===== config.mk =====
export PLATFORM = sky130hd
export DESIGN_NAME = hazard_ctrl
export DESIGN_NICKNAME = d
export VERILOG_FILES = /design/src/rtl/hazard_ctrl.sv
export SDC_FILE = /design/constraint.sdc
export NUM_CORES = 1
export LEC_CHECK = 0
export ABC_CLOCK_PERIOD_IN_PS = 3000
export CORE_MARGIN = 8
export CORE_UTILIZATION = 30
export CTS_BUF_LIST = sky130_fd_sc_hd__clkbuf_8 sky130_fd_sc_hd__clkbuf_16
export DETAILED_ROUTE_END_ITERATION = 12
export DONT_BUFFER_PORTS = 1
export GPL_ROUTABILITY_DRIVEN = 0
export HOLD_SLACK_MARGIN = 0.05
export RECOVER_POWER = 25
export SLEW_MARGIN = 20
export SYNTH_ARGS = -nofsm -noshare
export SYNTH_HDL_FRONTEND = slang
export SYNTH_SLANG_ARGS = --single-unit

===== constraint.sdc =====
create_clock -name clk_i -period 3 [get_ports clk_i]
set_input_delay 0.45 -clock clk_i [delete_from_list [all_inputs] [get_ports clk_i]]
set_output_delay 0.45 -clock clk_i [all_outputs]
set_load 0.05 [all_outputs]

===== src/rtl/hazard_ctrl.sv =====
// Pipeline hazard controller: load-use stall, branch flush, operand forwarding, cache-miss freeze.
// Latency: stalls, flushes and forwarding are combinational; the miss FSM and counters update on clk_i.
// Backpressure: a data-cache miss freezes all four pipeline stages until refill completes.
//
// Ports:
//   clk_i, rst_i                       clock, asynchronous active-high reset
//   rd_addr*_d_i / rd_addr*_e_i        source registers in Decode / Execute
//   wr_addr_{e,m,w}_i, reg_wr_en_{m,w}_i  destinations and write enables downstream
//   load_flag_e_i, pc_src_e_i          load in Execute, taken branch/jump in Execute
//   cache_miss_i, cache_ready_i        miss pulse and refill-complete
//   stall_*_o, flush_*_o               pipeline register holds and bubbles
//   forward_{a,b}_e_o                  00 regfile, 10 Memory result, 01 Writeback result
//   miss_busy_o, miss_err_o            miss FSM active, sticky miss timeout
//   stall_cnt_o, flush_cnt_o           wrapping performance counters
module hazard_ctrl #(
    parameter int MISS_TIMEOUT = 255,
    parameter int CNT_W        = 32
) (
    input  logic             clk_i,
    input  logic             rst_i,
    input  logic [4:0]       rd_addr1_d_i,
    input  logic [4:0]       rd_addr2_d_i,
    input  logic [4:0]       rd_addr1_e_i,
    input  logic [4:0]       rd_addr2_e_i,
    input  logic [4:0]       wr_addr_e_i,
    input  logic [4:0]       wr_addr_m_i,
    input  logic [4:0]       wr_addr_w_i,
    input  logic             reg_wr_en_m_i,
    input  logic             reg_wr_en_w_i,
    input  logic             load_flag_e_i,
    input  logic             pc_src_e_i,
    input  logic             cache_miss_i,
    input  logic             cache_ready_i,
    output logic             stall_f_o,
    output logic             stall_d_o,
    output logic             stall_e_o,
    output logic             stall_m_o,
    output logic             flush_d_o,
    output logic             flush_e_o,
    output logic [1:0]       forward_a_e_o,
    output logic [1:0]       forward_b_e_o,
    output logic             miss_busy_o,
    output logic             miss_err_o,
    output logic [CNT_W-1:0] stall_cnt_o,
    output logic [CNT_W-1:0] flush_cnt_o
);

    typedef enum logic [1:0] {
        IDLE   = 2'd0,
        MISS   = 2'd1,
        RESUME = 2'd2
    } state_t;

    localparam logic [8:0] TIMEOUT  = 9'(MISS_TIMEOUT);
    localparam logic [8:0] WAIT_MAX = 9'h1FF;

    state_t           state_q;
    state_t           state_nxt;
    logic             miss_stall;
    logic             load_use;
    logic [8:0]       wait_q;
    logic             err_q;
    logic [CNT_W-1:0] stall_cnt_q;
    logic [CNT_W-1:0] flush_cnt_q;

    // Next-state logic. miss_stall also covers the IDLE cycle in which the
    // miss first appears, so the pipeline freezes before the state updates.
    always_comb begin
        state_nxt  = state_q;
        miss_stall = 1'b0;
        case (state_q)
            IDLE: begin
                if (cache_miss_i) begin
                    state_nxt  = MISS;
                    miss_stall = 1'b1;
                end
            end
            MISS: begin
                miss_stall = 1'b1;
                if (cache_ready_i) begin
                    state_nxt = RESUME;
                end
            end
            RESUME: begin
                state_nxt = IDLE;
            end
            default: begin
                state_nxt = IDLE;
            end
        endcase
    end

    assign load_use = load_flag_e_i && (wr_addr_e_i != 5'd0) &&
                      ((wr_addr_e_i == rd_addr1_d_i) || (wr_addr_e_i == rd_addr2_d_i));

    // Priority: reset, then miss freeze, then taken branch (the load-use
    // victim is being squashed anyway), then load-use bubble.
    always_comb begin
        stall_f_o = 1'b0;
        stall_d_o = 1'b0;
        stall_e_o = 1'b0;
        stall_m_o = 1'b0;
        flush_d_o = 1'b0;
        flush_e_o = 1'b0;
        if (!rst_i) begin
            if (miss_stall) begin
                stall_f_o = 1'b1;
                stall_d_o = 1'b1;
                stall_e_o = 1'b1;
                stall_m_o = 1'b1;
            end else if (pc_src_e_i) begin
                flush_d_o = 1'b1;
                flush_e_o = 1'b1;
            end else if (load_use) begin
                stall_f_o = 1'b1;
                stall_d_o = 1'b1;
                flush_e_o = 1'b1;
            end
        end
    end

    // Memory stage holds the younger result, so it takes precedence.
    always_comb begin
        forward_a_e_o = 2'b00;
        if (reg_wr_en_m_i && (wr_addr_m_i != 5'd0) && (wr_addr_m_i == rd_addr1_e_i)) begin
            forward_a_e_o = 2'b10;
        end else if (reg_wr_en_w_i && (wr_addr_w_i != 5'd0) && (wr_addr_w_i == rd_addr1_e_i)) begin
            forward_a_e_o = 2'b01;
        end
    end

    always_comb begin
        forward_b_e_o = 2'b00;
        if (reg_wr_en_m_i && (wr_addr_m_i != 5'd0) && (wr_addr_m_i == rd_addr2_e_i)) begin
            forward_b_e_o = 2'b10;
        end else if (reg_wr_en_w_i && (wr_addr_w_i != 5'd0) && (wr_addr_w_i == rd_addr2_e_i)) begin
            forward_b_e_o = 2'b01;
        end
    end

    always_ff @(posedge clk_i or posedge rst_i) begin
        if (rst_i) begin
            state_q <= IDLE;
        end else begin
            state_q <= state_nxt;
        end
    end

    // Wait counter saturates rather than wraps so a long miss cannot make
    // the timeout comparison match a second time or alias.
    always_ff @(posedge clk_i or posedge rst_i) begin
        if (rst_i) begin
            wait_q <= 9'd0;
            err_q  <= 1'b0;
        end else begin
            if ((state_q == IDLE) && (state_nxt == MISS)) begin
                wait_q <= 9'd0;
            end else if ((state_q == MISS) && (wait_q != WAIT_MAX)) begin
                wait_q <= wait_q + 9'd1;
                if ((wait_q + 9'd1) == TIMEOUT) begin
                    err_q <= 1'b1;
                end
            end
        end
    end

    always_ff @(posedge clk_i or posedge rst_i) begin
        if (rst_i) begin
            stall_cnt_q <= '0;
            flush_cnt_q <= '0;
        end else begin
            stall_cnt_q <= stall_cnt_q + CNT_W'(stall_f_o);
            flush_cnt_q <= flush_cnt_q + CNT_W'(flush_e_o);
        end
    end

    assign miss_busy_o = (state_q != IDLE);
    assign miss_err_o  = err_q;
    assign stall_cnt_o = stall_cnt_q;
    assign flush_cnt_o = flush_cnt_q;

endmodule


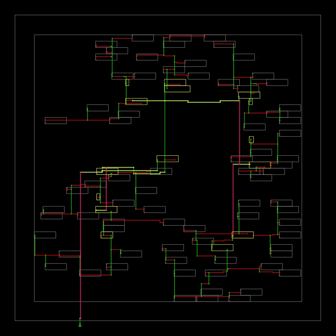
*Clock routing, run 1*
Clk power: 0.00106 W
Clock Buffer Count: 10
clk_skew: 0.00802 ns
Sink Count: 76

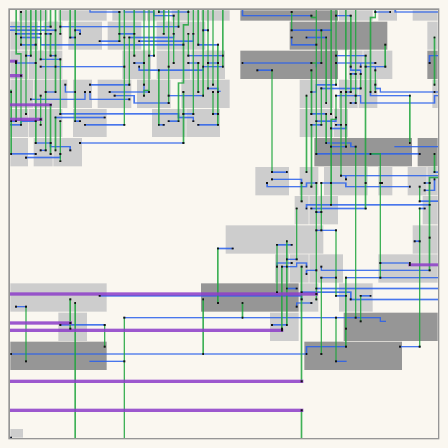
*Close-up of the layout, run 1*
Region (13, 78) to (53, 118) um. Cells in grey, sequential cells in the stronger grey; small squares are vias.
metal 3 -> purple
metal 1 -> blue
metal 2 -> green
sequential cells in the window = 7
most frequent = xor2_1 (16), nand3_1 (7), dfrtp_1 (7)
cells with their middle in the window = 56
netlist names of flops here include = flush_cnt_o (7)

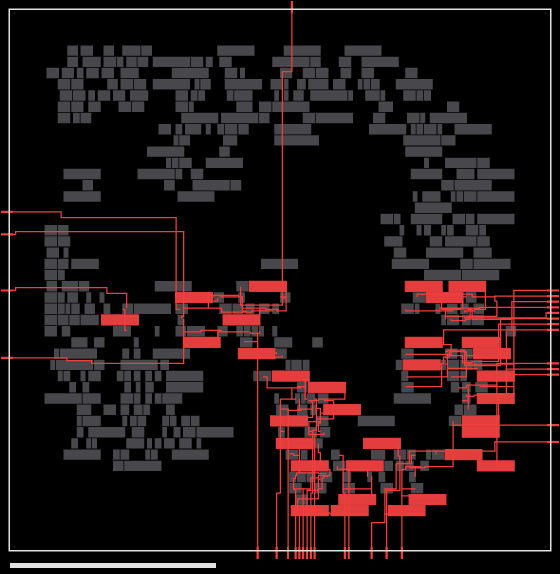
*Port wiring, run 1*
The bar under the picture is 50 um long.
stall_cnt_o -> red  # direction output, end cells 32, wire 1,630 um

==> job_summary.md, run 1 <==
## Synthesis and layout report

| Metric | Value |
|---|---|
| Status | finished, violations left |
| Final Util | 37.2% |
| Layout cells sized above 1 | 19.1% |
| Clock Path Buffers | 2 |
| Failing checks | capacitance limit, slew limit |
| Clk pin slew, worst setup/hold paths | 0.06 ns |
| HPWL Detailed | 7540 um |
| Clock buf/inv share | 5.86% |
| Synth top area cells | dfrtp_1 (48%), xor2_1 (11%), xnor2_1 (9.1%), nand3_1 (3.9%), nand2_1 (2.6%) |
| Highest-count logic cell in the final layout | dfrtp_1 |
| Remaining Overflow, GRT | 0 |
| CP endpoint | flush_cnt_o[28] |
| Row Count | 42 |
| # Max-Cap Violations | 2 |
| M1 wire length | 4130 um |
| I/O Pins | 119 |
| Worst-case reg-to-reg path depth | 9 |
| Post-Syn Nets | 430 |
| Top logic family | simple AND/OR/NAND/NOR gates |
| Area after DPL | 4590 um2 |
| Die X | 131 um |
| Worst path slowest cell | or4_1 |
| Area Growth Syn to Fin | 22.8% |
| Crit path max fanout | 7 |
| Mean Syn Cell Area | 10.4 um2 |
| I/O Buffers | 0 |
| Startpoint Class | register |
| # Cells Yosys | 380 |
| Initial antenna violation count | 0 |
| Hold depth | 1 |
| Chip area | 17,100 um2 |
| Fin. max-slew vios | 78 |
| Max layer used | met4 |
| Design Power | 0.00313 W |
| Die height | 131 um |
| H-tree lvl count | 3 |
| Critical Path, Cell by Cell | o21bai_2 -> and3_4 -> o21bai_4 -> ha_4 -> ha_4 -> nand2_4 -> or4_1 -> nor4_2 -> xor2_1 |
| Count of library flops with an enable pin | 0 |
| Power Density | 643 nW/um2 |
| Filler Cells Inserted | 1,287 |
| DR vias | 2,943 |
| Seq. cell area | 1900 um2 |
| Yosys stat chip area | 3960 um2 |
| Comb gates | 286 |
| Least-Margin Pin Slew | 2.25 ns |
| Core area | 13,100 um2 |
| Routed met2 length | 4650 um |
| Final-report setup violation count | 0 |
| Kind of end point of the critical path | register |
| Hold slack | 0.202 ns |
| Crit path time final | 2.72 ns |
| Met2 Resource Use GR | 18.8% |
| Buffer share of cell area | 6.02% |
| Post-CTS Setup Bufs | 0 |
| WS Path Type | reg2reg |
| WL final | 9900 um |
| Init Core Util | 30.3% |
| Top_reg_cell synth | dfrtp_1 |
| Mux area share | 0.253% |
| First-pass GRT wire length | 16,000 um |
| TritonCTS clock tree | built |
| Root Buffer | clkbuf_16 |
| Maximum vdd drop | 409 uV |
==> run 1: where the power goes <==
part	leakage [nW]	switching (W)	internal (W)
sequential	1.03	0.0000857	0.00112
clock	0.152	0.000404	0.000652
combinational	1.04	0.000611	0.000253
total	2.22	0.00110	0.00203
==> run 1: worst reg2reg max path, stage by stage, from the launching register on <==
cell and delay, ns:
dfrtp_1 0.43, o21bai_2 0.29, and3_4 0.23, o21bai_4 0.13
ha_4 0.18, ha_4 0.16, nand2_4 0.06, or4_1 0.71
nor4_2 0.28, xor2_1 0.17
==> run 1: repair_timing <==
action / CTS / global route
hold buffers: 0 / 0
setup endpoints to repair: 0 / 5
resized: 0 / 1
==> run 1: state kept, by name, indices dropped and copies added, names as in the netlist <==
register / cells
wait_q: 9
flush_cnt_o: 32
stall_cnt_o: 32
miss_err_o: 1
state_q: 2
==> run 1 -> run 2 <==
--- a/config.mk
+++ b/config.mk
@@ -5,6 +5,7 @@
 export SDC_FILE = /design/constraint.sdc
 export NUM_CORES = 1
 export LEC_CHECK = 0
+export ABC_AREA = 0
 export ABC_CLOCK_PERIOD_IN_PS = 3000
 export CORE_MARGIN = 8
 export CORE_UTILIZATION = 30
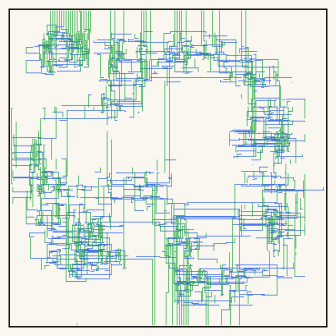
*Signal wires by layer, run 2*
Two of the layers only.
metal 2 -> green  # wire length 4,650 um
metal 1 -> blue  # wire length 4,130 um

==> run 2 against run 1 <==
The flow still finishes with violations (capacitance limit, slew limit). Synthesized cell count is the same. Core utilization is the same. Sequential cell count unchanged. Die area did not move. Non-clock buffer count stayed put. Area after synthesis did not move. Critical path depth is the same. Largest power group unchanged. Maximum frequency did not move. Final area did not move. Worst hold slack unchanged.
==> job_summary.md, run 2 <==
## Synthesis and layout report

| Metric | Value |
|---|---|
| I/O Buffers | 0 |
| Clock power frac | 33.7% |
| Clock buf/inv share | 5.86% |
| Power Internal | 0.00203 W |
| WL final | 9900 um |
| CTS Hold Bufs | 0 |
| Hold depth | 1 |
| I/O Pins | 119 |
| Core area | 13,100 um2 |
| Init Core Util | 30.3% |
| Comb gates | 286 |
| H-tree lvl count | 3 |
| Mux area share | 0.253% |
| Die height | 131 um |
| Status | finished, violations left |
| Crit path time final | 2.72 ns |
| Highest-count logic cell in the final layout | dfrtp_1 |
| Count of library flops with an enable pin | 0 |
| Failing checks | capacitance limit, slew limit |
| M1 wire length | 4130 um |
| Final-report setup violation count | 0 |
| Synth top area cells | dfrtp_1 (48%), xor2_1 (11%), xnor2_1 (9.1%), nand3_1 (3.9%), nand2_1 (2.6%) |
| Routed met2 length | 4650 um |
| First-pass GRT wire length | 16,000 um |
| Fin. max-slew vios | 78 |
| Clk pin slew, worst setup/hold paths | 0.06 ns |
| Startpoint Class | register |
| Seq. cell area | 1900 um2 |
| Buffer share of cell area | 6.02% |
| Top logic family | simple AND/OR/NAND/NOR gates |
| CP endpoint | flush_cnt_o[28] |
| Die X | 131 um |
| Final Util | 37.2% |
| Mean Syn Cell Area | 10.4 um2 |
| Post_cts resized | 0 |
| Maximum vdd drop | 409 uV |
| Sink Count | 76 |
| Remaining Overflow, GRT | 0 |
| Root Buffer | clkbuf_16 |
| Clock Path Buffers | 2 |
| Sw frac | 35.2% |
| # Max-Cap Violations | 2 |
| Least-Margin Pin Slew | 2.25 ns |
| Post-CTS Setup Bufs | 0 |
| Crit path max fanout | 7 |
| Design Power | 0.00313 W |
| Area Growth Syn to Fin | 22.8% |
| Post-Syn Nets | 430 |
| TritonCTS clock tree | built |
| Hold slack | 0.202 ns |
| Area after DPL | 4590 um2 |
| Layout cells sized above 1 | 19.1% |
| Filler Cells Inserted | 1,287 |
| Chip area | 17,100 um2 |
| Power Density | 643 nW/um2 |
| Worst-case reg-to-reg path depth | 9 |
| Clock Buffer Count | 10 |
| Met2 Resource Use GR | 18.8% |
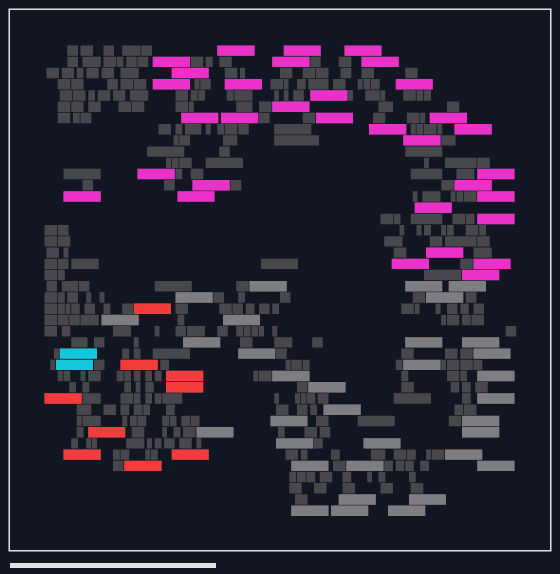
*Register map, names as in the netlist, run 2*
The bar under the picture is 50 um long.
state_q -> cyan  # flops 2
flush_cnt_o -> magenta  # flops 32
wait_q -> red  # flops 9, where south-west

==> run 2: cell counts after synthesis <==
Identical to the previous run, type by type.
==> run 2: power by group through the flow <==
stage	clock (W)	sequential [W]	combinational (W)
6_report	0.00106	0.00121	0.000864
5_1_grt	0.00114	0.00122	0.000945
4_1_cts	0.00110	0.00121	0.000883
3_5_place_dp	0	0.00122	0.000882
3_3_place_gp	0	0.00122	0.000867
2_1_floorplan	0	0.00149	0.000357
==> run 2: worst max-delay path, cell delays in order, from the launching register on <==
cell	delay (ns)
dfrtp_1	0.43
o21bai_2	0.29
and3_4	0.23
o21bai_4	0.13
ha_4	0.18
ha_4	0.16
nand2_4	0.06
or4_1	0.71
nor4_2	0.27
xor2_1	0.17
Power and IR drop assume default switching activity.
